===== src/rtl/biquad8_coeff_loader.sv =====
// WISHBONE initiator that replays a local {adr, coeff} table as single writes into a biquad8 target.
// Optional macro BIQUAD8_LOADER_AUTO_UPDATE_EN appends a global-update write (adr 0, dat 1).
module biquad8_coeff_loader #(
  parameter int DEPTH   = 32,
  parameter int TIMEOUT = 255,
  localparam int AW     = $clog2(DEPTH)
) (
  input  logic          wb_clk_i,
  input  logic          wb_rst_i,
  input  logic          tbl_wr_i,
  input  logic [AW-1:0] tbl_adr_i,
  input  logic [24:0]   tbl_dat_i,
  input  logic [AW:0]   len_i,
  input  logic          start_i,
  output logic          busy_o,
  output logic          done_o,
  output logic          err_o,
  output logic [AW:0]   err_idx_o,
  output logic          wb_cyc_o,
  output logic          wb_stb_o,
  output logic          wb_we_o,
  output logic [6:0]    wb_adr_o,
  output logic [31:0]   wb_dat_o,
  output logic [3:0]    wb_sel_o,
  input  logic          wb_ack_i,
  input  logic          wb_err_i,
  input  logic          wb_rty_i,
  output logic [2:0]    dbg_state_o
);

  // Bus handshake: cyc/stb/we/sel and adr/dat are held from registers for the whole
  // write; the cycle a target raises ack, err or rty terminates it, and cyc/stb drop
  // on the following cycle. err/rty beat ack when they coincide.
  typedef enum logic [2:0] {
    ST_IDLE  = 3'd0,
    ST_FETCH = 3'd1,
    ST_WRITE = 3'd2,
    ST_NEXT  = 3'd3,
    ST_UPD   = 3'd4,
    ST_DONE  = 3'd5,
    ST_ERR   = 3'd6
  } st_t;

`ifdef BIQUAD8_LOADER_AUTO_UPDATE_EN
  localparam st_t ST_LAST = ST_UPD;
`else
  localparam st_t ST_LAST = ST_DONE;
`endif

  localparam int TW = (TIMEOUT > 1) ? $clog2(TIMEOUT) : 1;
  localparam logic [TW-1:0] TMO_LAST = TW'(TIMEOUT - 1);
  localparam logic [AW:0]   LEN_MAX  = (AW+1)'(DEPTH);

  st_t             state_q, state_d;
  logic [AW:0]     idx_q, len_q, len_eff;
  logic [TW-1:0]   tmo_q;
  logic [6:0]      adr_q;
  logic [31:0]     dat_q;
  logic [24:0]     mem [DEPTH];
  logic            start_take, abort, acked, bus_state, term_err;

  assign len_eff   = (len_i > LEN_MAX) ? LEN_MAX : len_i;
  assign bus_state = (state_q == ST_WRITE) || (state_q == ST_UPD);
  assign term_err  = wb_err_i | wb_rty_i;

  always_comb begin
    state_d    = state_q;
    start_take = 1'b0;
    abort      = 1'b0;
    acked      = 1'b0;
    case (state_q)
      ST_IDLE, ST_DONE, ST_ERR: begin
        state_d = ST_IDLE;
        if (start_i) begin
          start_take = 1'b1;
          state_d    = (len_eff == '0) ? ST_LAST : ST_FETCH;
        end
      end
      ST_FETCH: state_d = ST_WRITE;
      ST_WRITE, ST_UPD: begin
        if (term_err) begin
          abort = 1'b1;
        end else if (wb_ack_i) begin
          acked   = 1'b1;
          state_d = (state_q == ST_WRITE) ? ST_NEXT : ST_DONE;
        end else if (tmo_q == TMO_LAST) begin
          abort = 1'b1;
        end
        if (abort) state_d = ST_ERR;
      end
      ST_NEXT: state_d = (idx_q == len_q) ? ST_LAST : ST_FETCH;
      default: state_d = ST_IDLE;
    endcase
  end

  // Table RAM: no reset, writes locked out while a replay is running.
  always_ff @(posedge wb_clk_i) begin
    if (tbl_wr_i && !busy_o) mem[tbl_adr_i] <= tbl_dat_i;
  end

  always_ff @(posedge wb_clk_i) begin
    if (wb_rst_i) begin
      state_q   <= ST_IDLE;
      idx_q     <= '0;
      len_q     <= '0;
      tmo_q     <= '0;
      adr_q     <= '0;
      dat_q     <= '0;
      err_o     <= 1'b0;
      err_idx_o <= '0;
    end else begin
      state_q <= state_d;
      if (start_take) begin
        len_q     <= len_eff;
        idx_q     <= '0;
        err_o     <= 1'b0;
        err_idx_o <= '0;
      end
      // Synchronous table read lands directly in the bus output registers.
      if (state_q == ST_FETCH) begin
        adr_q <= mem[idx_q[AW-1:0]][24:18];
        dat_q <= {14'b0, mem[idx_q[AW-1:0]][17:0]};
      end
`ifdef BIQUAD8_LOADER_AUTO_UPDATE_EN
      if (state_d == ST_UPD && state_q != ST_UPD) begin
        adr_q <= 7'h00;
        dat_q <= 32'h1;
      end
`endif
      if (acked && state_q == ST_WRITE) idx_q <= idx_q + (AW+1)'(1);
      if (abort) begin
        err_o     <= 1'b1;
        err_idx_o <= idx_q;
      end
      tmo_q <= (bus_state && state_d == state_q) ? tmo_q + TW'(1) : '0;
    end
  end

  assign busy_o      = (state_q == ST_FETCH) || (state_q == ST_WRITE) ||
                       (state_q == ST_NEXT)  || (state_q == ST_UPD);
  assign done_o      = (state_q == ST_DONE);
  assign wb_cyc_o    = bus_state;
  assign wb_stb_o    = bus_state;
  assign wb_we_o     = bus_state;
  assign wb_sel_o    = {4{bus_state}};
  assign wb_adr_o    = adr_q;
  assign wb_dat_o    = dat_q;
  assign dbg_state_o = state_q;

endmodule

===== config.mk =====
export PLATFORM = sky130hd
export DESIGN_NAME = biquad8_coeff_loader
export DESIGN_NICKNAME = d
export VERILOG_FILES = /design/src/rtl/biquad8_coeff_loader.sv
export SDC_FILE = /design/constraint.sdc
export NUM_CORES = 1
export LEC_CHECK = 0
export CAP_MARGIN = 20
export CORE_UTILIZATION = 61
export DETAILED_ROUTE_END_ITERATION = 8
export PLACE_DENSITY_LB_ADDON = 0.1
export REMOVE_ABC_BUFFERS = 1
export SLEW_MARGIN = 10
export SYNTH_ARGS = -nofsm -noshare
export SYNTH_HDL_FRONTEND = slang
export SYNTH_SLANG_ARGS = --single-unit

===== constraint.sdc =====
create_clock -name wb_clk_i -period 6.7 [get_ports wb_clk_i]
set_input_delay 2.01 -clock wb_clk_i [delete_from_list [all_inputs] [get_ports wb_clk_i]]
set_output_delay 2.01 -clock wb_clk_i [all_outputs]
set_load 0.02 [all_outputs]

==> run notes <==
Implementation progress

The synthesized area stands at 33500 µm². The critical path's slowest stage uses the library cell sky130_fd_sc_hd__clkdlybuf4s50_1. The average cell area after synthesis stands at 18.3 µm². The max-slew violation count stands at 0.

In this run the worst path has a maximum fanout of 14. The number of sinks driven by the clock tree stands at 855. Summing all multiplexer cells gives an area fraction of 14.3%.

At the floorplan stage, the core utilization is reported as 61.9%. For this run, the slowest stage of the critical path takes 680 ps. Power spread over the standard cell area amounts to 314 nW/µm².

Ranked by total cell area, the synthesized netlist is headed by sky130_fd_sc_hd__edfxtp_1, sky130_fd_sc_hd__mux2i_1, sky130_fd_sc_hd__mux4_2. The via count of the first global-routing pass stands at 17000. The number of cells on the worst hold path stands at 2. Adding up every negative setup slack in the final design gives 0 ps. The number of non-clock buffers in the layout stands at 113. The run finished with clean final reports.

Setup repair after global routing left no endpoint under its margin. The fill cell total of the finished layout stands at 3411. For reference, the top logic cell family by area is multiplexers.

The synthesized netlist contains 52 unique library cells. Ranked by flip-flop count, first place goes to mem. The number of iterations in the first detailed-routing pass stands at 5.

The first routing iteration left 2041 violations. Clock skew on the completed layout was measured at 22.7 ps. In this run switching power makes up 23.7% of total power.
==> through the flow <==
step	std cells	hold slack [ps]	cell area, µm²	setup slack, ps	util (%)
after detailed placement	2527	448	34900	2080	64.6
after floorplan	1718	438	32800	-5810	-
final	2678	452	37600	1980	69.6
after global placement	2526	446	34900	1450	64.6
after global routing	2677	471	37600	1810	69.6
after CTS	2677	456	37600	1950	69.6
==> placed cells by master (no fill, tap or decap), types with 25 or more instances in the layout <==
| master | n |
|---|---|
| sky130_fd_sc_hd__edfxtp_1 | 800 |
| sky130_fd_sc_hd__nor3_1 | 41 |
| sky130_fd_sc_hd__o22ai_1 | 125 |
| sky130_fd_sc_hd__nand2_1 | 37 |
| sky130_fd_sc_hd__mux4_2 | 94 |
| sky130_fd_sc_hd__nor2_1 | 46 |
| sky130_fd_sc_hd__a21oi_1 | 44 |
| sky130_fd_sc_hd__mux2i_1 | 213 |
| sky130_fd_sc_hd__mux2_2 | 48 |
| sky130_fd_sc_hd__nor2_4 | 32 |
| sky130_fd_sc_hd__o21ai_0 | 30 |
| sky130_fd_sc_hd__clkdlybuf4s50_1 | 71 |
| sky130_fd_sc_hd__nand3_1 | 25 |
| sky130_fd_sc_hd__dfxtp_1 | 51 |
| sky130_fd_sc_hd__clkbuf_16 | 89 |
==> synthesized netlist by cell type, drive strengths merged, types with 3 or more instances <==
library cell,number
mux2i,213
buf,87
nor2,78
o211ai,12
mux2,48
mux4,94
nand2,38
a211oi,4
nand3,25
or3,12
xor2,12
a21oi,44
clkbuf,41
edfxtp,800
o22ai,125
a31oi,3
ha,3
a211o,11
nor2b,7
dfxtp,55
inv,4
nor3,41
o21ai,30
nand3b,6
nand2b,10
nor4,3
==> metal layers <==
layer	routed length [µm]	up-vias
li1	-	7513
met3	8090	134
met1	32300	9075
met4	3010	2
met2	39600	877
met5	9	-
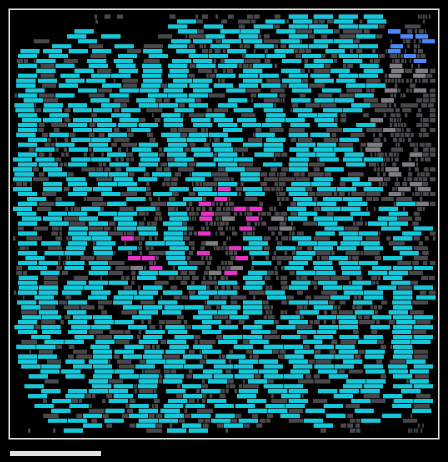
(images/ff_map.png)
Bar = 50 µm. Other sequential cells in the stronger grey, the rest of the logic in the fainter grey.
blue -> tmo_q  # flops 8, where upper right
cyan -> mem  # flops 800, where widely spread
magenta -> wb_dat_o  # flops 18, where centre
not coloured = 29

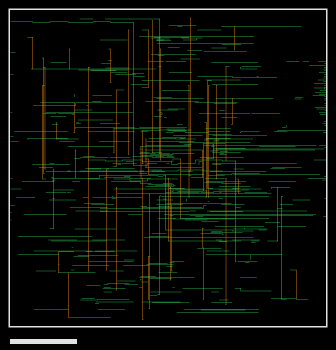
(images/layers.png)
Bar = 50 µm. Only two layers are drawn.
green -> M3  # wire length 8090 µm
orange -> M4  # wire length 3010 µm
post-DR wirelength/cell: 31.0 µm
total wire length after detailed routing: 83000 µm
Via Count: 17600

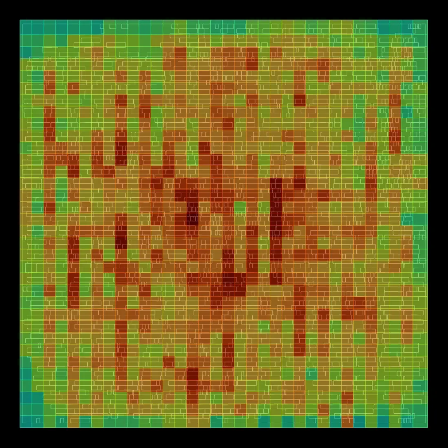
(images/congestion_map.png)
met1 track utilization from global routing: 42.6%
global-route usage over all layers: 30.2%

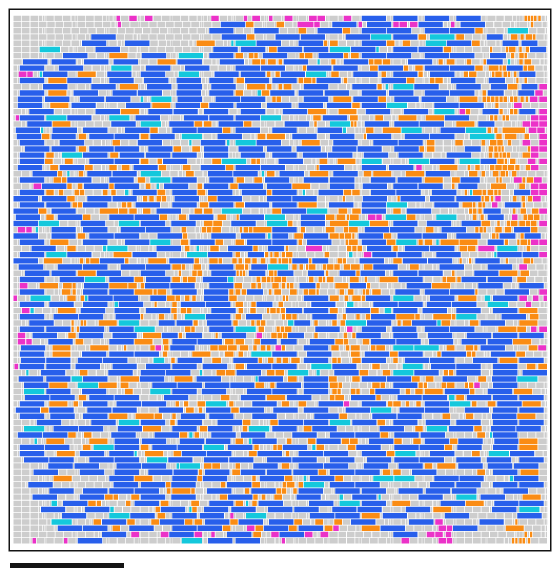
(images/class_map.png)
Bar = 50 µm. Fill, decap, tap and diode cells in grey.
blue -> registers  # cells 855, share of their area 68%
cyan -> clock drivers and dummy loads  # cells 150, share of their area 7.2%
orange -> remaining logic cells  # cells 863, share of their area 22%
magenta -> remaining buffers and delay cells  # cells 113, share of their area 2.8%
core area: 54000 µm²
register share of the cell area: 66.9%

Power and IR drop assume default switching activity.
